**src/rtl/mesi_snoop_bus_pkg.sv**
```systemverilog
// Shared coherence types for the snooping bus: bus commands, line states
// and the bus controller's transaction phases.
package mesi_types;

   typedef enum logic [1:0] {
      No_OP   = 2'd0,
      BusRd   = 2'd1,
      BusRdX  = 2'd2,
      BusUpgr = 2'd3
   } bus_request;

   typedef enum logic [1:0] {
      INVALID   = 2'd0,
      SHARED    = 2'd1,
      EXCLUSIVE = 2'd2,
      MODIFIED  = 2'd3
   } cache_state;

   typedef enum logic [1:0] {
      IDLE      = 2'd0,
      BROADCAST = 2'd1,
      COLLECT   = 2'd2,
      RESPOND   = 2'd3
   } snoop_bus_state_e;

endpackage

```
**src/rtl/mesi_snoop_bus_arbiter.sv**
```systemverilog
// Round-robin arbiter: the search starts at the priority pointer, and the
// pointer moves to the slot just after the winner only when a grant is taken.
module rr_arbiter #(
   parameter int N = 4,
   localparam int IW = (N > 1) ? $clog2(N) : 1
) (
   input  logic          clk,
   input  logic          rst,
   input  logic [N-1:0]  req,
   input  logic          advance,
   output logic [N-1:0]  grant_onehot,
   output logic [IW-1:0] grant_idx,
   output logic          any
);

   logic [IW-1:0] ptr;
   logic [IW-1:0] cand_idx;
   int            cand;

   always_comb begin
      grant_onehot = '0;
      grant_idx    = '0;
      any          = 1'b0;
      cand         = 0;
      cand_idx     = '0;
      for (int k = 0; k < N; k++) begin
         cand = int'(ptr) + k;
         if (cand >= N) cand = cand - N;
         cand_idx = IW'(cand);
         if (!any && req[cand_idx]) begin
            any                    = 1'b1;
            grant_idx              = cand_idx;
            grant_onehot[cand_idx] = 1'b1;
         end
      end
   end

   // Explicit wrap compare keeps the rotation correct for non-power-of-two N.
   always_ff @(posedge clk) begin
      if (rst) begin
         ptr <= '0;
      end else if (advance && any) begin
         ptr <= (grant_idx == IW'(N - 1)) ? '0 : grant_idx + IW'(1);
      end
   end

endmodule

```
**src/rtl/mesi_snoop_bus.sv**
```systemverilog
// Snooping bus controller: serialises per-core coherence requests, broadcasts
// each one, and folds the peers' hit/dirty answers into a shared/flush reply.
module mesi_snoop_bus
   import mesi_types::*;
#(
   parameter int NUM_CORES = 4,
   parameter int ADDR_W    = 8,
   parameter int CORE_W    = $clog2(NUM_CORES)
) (
   input  logic                        clk,
   input  logic                        rst,
   input  logic [NUM_CORES-1:0]        req_valid,
   input  logic [2*NUM_CORES-1:0]      req_cmd,
   input  logic [ADDR_W*NUM_CORES-1:0] req_addr,
   output logic [NUM_CORES-1:0]        req_ready,
   output logic                        snoop_valid,
   output bus_request                  snoop_cmd,
   output logic [ADDR_W-1:0]           snoop_addr,
   output logic [CORE_W-1:0]           snoop_src,
   input  logic [NUM_CORES-1:0]        snoop_hit,
   input  logic [NUM_CORES-1:0]        snoop_dirty,
   output logic [NUM_CORES-1:0]        resp_valid,
   output logic                        resp_shared,
   output logic                        resp_flush,
   output logic                        busy,
   output logic                        protocol_err
);

   localparam logic [1:0] S_IDLE      = IDLE;
   localparam logic [1:0] S_BROADCAST = BROADCAST;
   localparam logic [1:0] S_COLLECT   = COLLECT;
   localparam logic [1:0] S_RESPOND   = RESPOND;

   logic [1:0]           state;
   bus_request           cmd_q;
   logic [NUM_CORES-1:0] grant_q;
   logic [NUM_CORES-1:0] eligible;
   logic [NUM_CORES-1:0] win_onehot;
   logic [CORE_W-1:0]    win_idx;
   logic                 win_any;
   logic [NUM_CORES-1:0] hit_m;
   logic [NUM_CORES-1:0] dirty_m;

   // A core holding No_OP is treated as not requesting at all.
   always_comb begin
      eligible = '0;
      for (int i = 0; i < NUM_CORES; i++) begin
         eligible[i] = req_valid[i] && (req_cmd[2*i +: 2] != No_OP);
      end
   end

   rr_arbiter #(.N(NUM_CORES)) u_arb (
      .clk          (clk),
      .rst          (rst),
      .req          (eligible),
      .advance      (state == S_IDLE),
      .grant_onehot (win_onehot),
      .grant_idx    (win_idx),
      .any          (win_any)
   );

   assign hit_m   = snoop_hit & ~grant_q;
   assign dirty_m = snoop_dirty & ~grant_q;

   // Every output is a one-cycle registered pulse that defaults back to idle.
   always_ff @(posedge clk) begin
      if (rst) begin
         state        <= S_IDLE;
         cmd_q        <= No_OP;
         grant_q      <= '0;
         req_ready    <= '0;
         snoop_valid  <= 1'b0;
         snoop_cmd    <= No_OP;
         snoop_addr   <= '0;
         snoop_src    <= '0;
         resp_valid   <= '0;
         resp_shared  <= 1'b0;
         resp_flush   <= 1'b0;
         busy         <= 1'b0;
         protocol_err <= 1'b0;
      end else begin
         req_ready    <= '0;
         snoop_valid  <= 1'b0;
         snoop_cmd    <= No_OP;
         snoop_addr   <= '0;
         snoop_src    <= '0;
         resp_valid   <= '0;
         resp_shared  <= 1'b0;
         resp_flush   <= 1'b0;
         protocol_err <= 1'b0;
         case (state)
            S_IDLE: begin
               if (win_any) begin
                  state       <= S_BROADCAST;
                  busy        <= 1'b1;
                  cmd_q       <= bus_request'(req_cmd[2*win_idx +: 2]);
                  grant_q     <= win_onehot;
                  req_ready   <= win_onehot;
                  snoop_valid <= 1'b1;
                  snoop_cmd   <= bus_request'(req_cmd[2*win_idx +: 2]);
                  snoop_addr  <= req_addr[ADDR_W*win_idx +: ADDR_W];
                  snoop_src   <= win_idx;
               end
            end
            S_BROADCAST: state <= S_COLLECT;
            S_COLLECT: begin
               // Ownership requests never leave the requester in S.
               state        <= S_RESPOND;
               resp_valid   <= grant_q;
               resp_flush   <= |dirty_m;
               resp_shared  <= (cmd_q == BusRd) && (|hit_m);
               protocol_err <= ((dirty_m & (dirty_m - NUM_CORES'(1))) != '0)
                               || (|(dirty_m & ~hit_m));
            end
            S_RESPOND: begin
               state <= S_IDLE;
               busy  <= 1'b0;
            end
            default: begin
               state <= S_IDLE;
               busy  <= 1'b0;
            end
         endcase
      end
   end

endmodule

```
**config.mk**
```make
export PLATFORM = sky130hd
export DESIGN_NAME = mesi_snoop_bus
export DESIGN_NICKNAME = d
export VERILOG_FILES = /design/src/rtl/mesi_snoop_bus_pkg.sv /design/src/rtl/mesi_snoop_bus_arbiter.sv /design/src/rtl/mesi_snoop_bus.sv
export SDC_FILE = /design/constraint.sdc
export NUM_CORES = 1
export LEC_CHECK = 0
export CORE_ASPECT_RATIO = 0.8
export CORE_MARGIN = 2
export CORE_UTILIZATION = 46
export DETAILED_ROUTE_END_ITERATION = 7
export PLACE_DENSITY_LB_ADDON = 0.08
export SYNTH_ARGS = -nofsm -noshare
export SYNTH_HDL_FRONTEND = slang
export SYNTH_SLANG_ARGS = --single-unit
```
**constraint.sdc**
```tcl
create_clock -name clk -period 6.3 [get_ports clk]
set_input_delay 1.26 -clock clk [delete_from_list [all_inputs] [get_ports clk]]
set_output_delay 1.26 -clock clk [all_outputs]
set_load 0.005 [all_outputs]
```
==> flow_summary.json <==
{
  "top_cells_by_area": "dfxtp_1, mux2i_1, ha_1, nor2_1, o22ai_1",
  "leakage_nw": 1.106,
  "dp_hpwl_mm": 3.940,
  "logic_area_um2": 1081,
  "final_hold_viol_count": 0,
  "vias": 1798,
  "ys_chip_area_um2": 1899,
  "reg2reg_depth": 8,
  "hp-start": "cmd_q[1]",
  "synth-edff-count": 0,
  "drive_gt1_share_pct": 5.300,
  "fmax_mhz": 274.0,
  "wl_per_cell_um": 15.32,
  "startpoint": "req_cmd[5]",
  "cts_buffers": 5,
  "start_kind": "primary input",
  "grt_first_pass_wirelength_mm": 7.410,
  "cts_tree": "done",
  "period_used_pct": 57.92,
  "status": "finished, final reports clean",
  "worstPathMaxFanout": 23,
  "crit_arrival_ns": 3.79,
  "gr-total-overflow": 0,
  "postCtsSetupRepairBufs": 0,
  "synthDistinctLibCells": 40,
  "wl_mm": 5.178,
  "n_fill_cell": 311
}
-- worst max-delay path, cell delays in order --
cell and delay [ns]:
clkdlybuf4s50_1 0.45, o21a_1 0.29, mux4_2 0.60, nor2b_4 0.20
o32a_1 0.17, buf_4 0.34, mux2i_1 0.32, o221ai_1 0.16
-- registers in the layout, summed over array words and instances (netlist names) --
register / flops
req_ready: 4
snoop_src: 2
snoop_addr: 8
resp_shared: 1
u_arb.ptr: 2
busy: 1
protocol_err: 1
resp_valid: 4
snoop_cmd: 2
grant_q: 4
snoop_valid: 1
resp_flush: 1
state: 2
cmd_q: 2
-- metrics by stage --
stage	power [mW]	cells	area, um^2	hold WS, ns	setup slack (ns)
after floorplan	0.6879	205	1899	0.3995	3.118
after global placement	0.8333	331	2680	0.4412	2.421
after detailed placement	0.8465	331	2680	0.4707	2.365
after CTS	1.044	338	2786	0.4741	2.660
after global routing	1.109	338	2786	0.5031	2.508
final	1.041	338	2786	0.4742	2.651
-- per-layer routing --
layer,global-route usage (%),part of all wire (%)
met1,31.22,44
met2,31.90,47
met3,5.728,7.6
met4,7.268,1.3
met5,0,0
-- power by group --
group          switching [mW]  internal, mW  leakage [nW]
Clock                  0.0818         0.116        0.0502
Combinational           0.249         0.267         0.769
Sequential             0.0408         0.287         0.286
-- final cells by class --
class	instances	share of cell area, %
multi-input cells	151	38.80
repair buffers	79	28.29
flip-flops and latches	35	25.15
clock buffers	5	2.470
well taps	55	2.470
inverters	11	1.482
clock inverters	2	1.347
-- cell families (layout without fill, tap and decap cells) --
logic type,count (synthesis),count (layout),share of synthesized area [%]
adders and majority gates,12,12,7.905
xor gates and xnor gates,1,1,0.4612
muxes,22,22,13.11
DFF,35,35,36.89
AOI/OAI and AO/OA,53,53,19.63
buffers and inverters,19,97,6.192
and+or+nand+nor,63,63,15.81
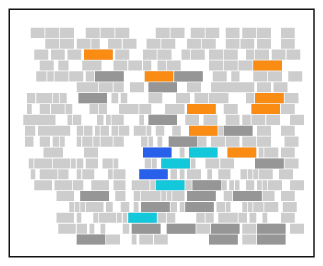
Fig. 1. Sequential cells grouped by signal name.
Scale: 4 px per um.
- req_ready: cyan (placed flops 4)
- snoop_addr: orange (placed flops 8)
- u_arb.ptr: blue (placed flops 2)
- not coloured: 21

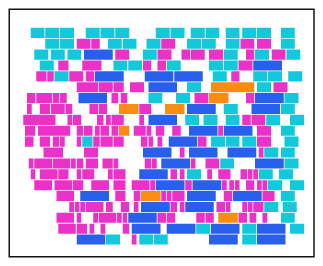
Fig. 2. Cells coloured by class.
Scale: 4 px per um.
- clock drivers and dummy loads: orange (cells 7; share of their area 3.9%)
- registers: blue (cells 35; share of their area 26%)
- remaining logic cells: magenta (cells 162; share of their area 41%)
- remaining buffers and delay cells: cyan (cells 79; share of their area 29%)

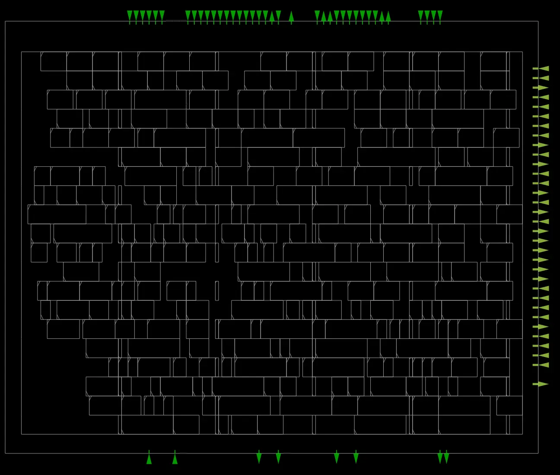
Fig. 3. Cell placement.
Rows: 20
core box area: 3879 um^2
n_taps: 55
Util after Layout: 71.84%

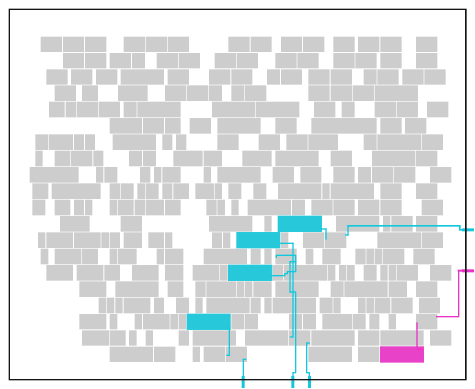
Fig. 4. Port wiring.
Scale: 6 px per um.
- req_ready: cyan (direction output; edge 3 south, 1 east; end cells 4; buffers 4; wire 90.5 um)
- protocol_err: magenta (direction output; edge east; end cells 1; buffers 1; wire 17.4 um)
IO Count: 79
IO buf count: 78

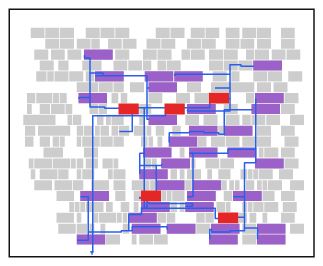
Fig. 5. Clock wires, drivers and flops.
Scale: 4 px per um.
- clock-net drivers: red (count 5)
- flip-flops: purple (count 35)
- clock wires: blue (length 448 um)
- routed clock nets: 6
worst skew pair latency: 0.28 ns
P_clk: 197 uW

Power figures rest on the tool's default switching activity, not on a simulated workload.
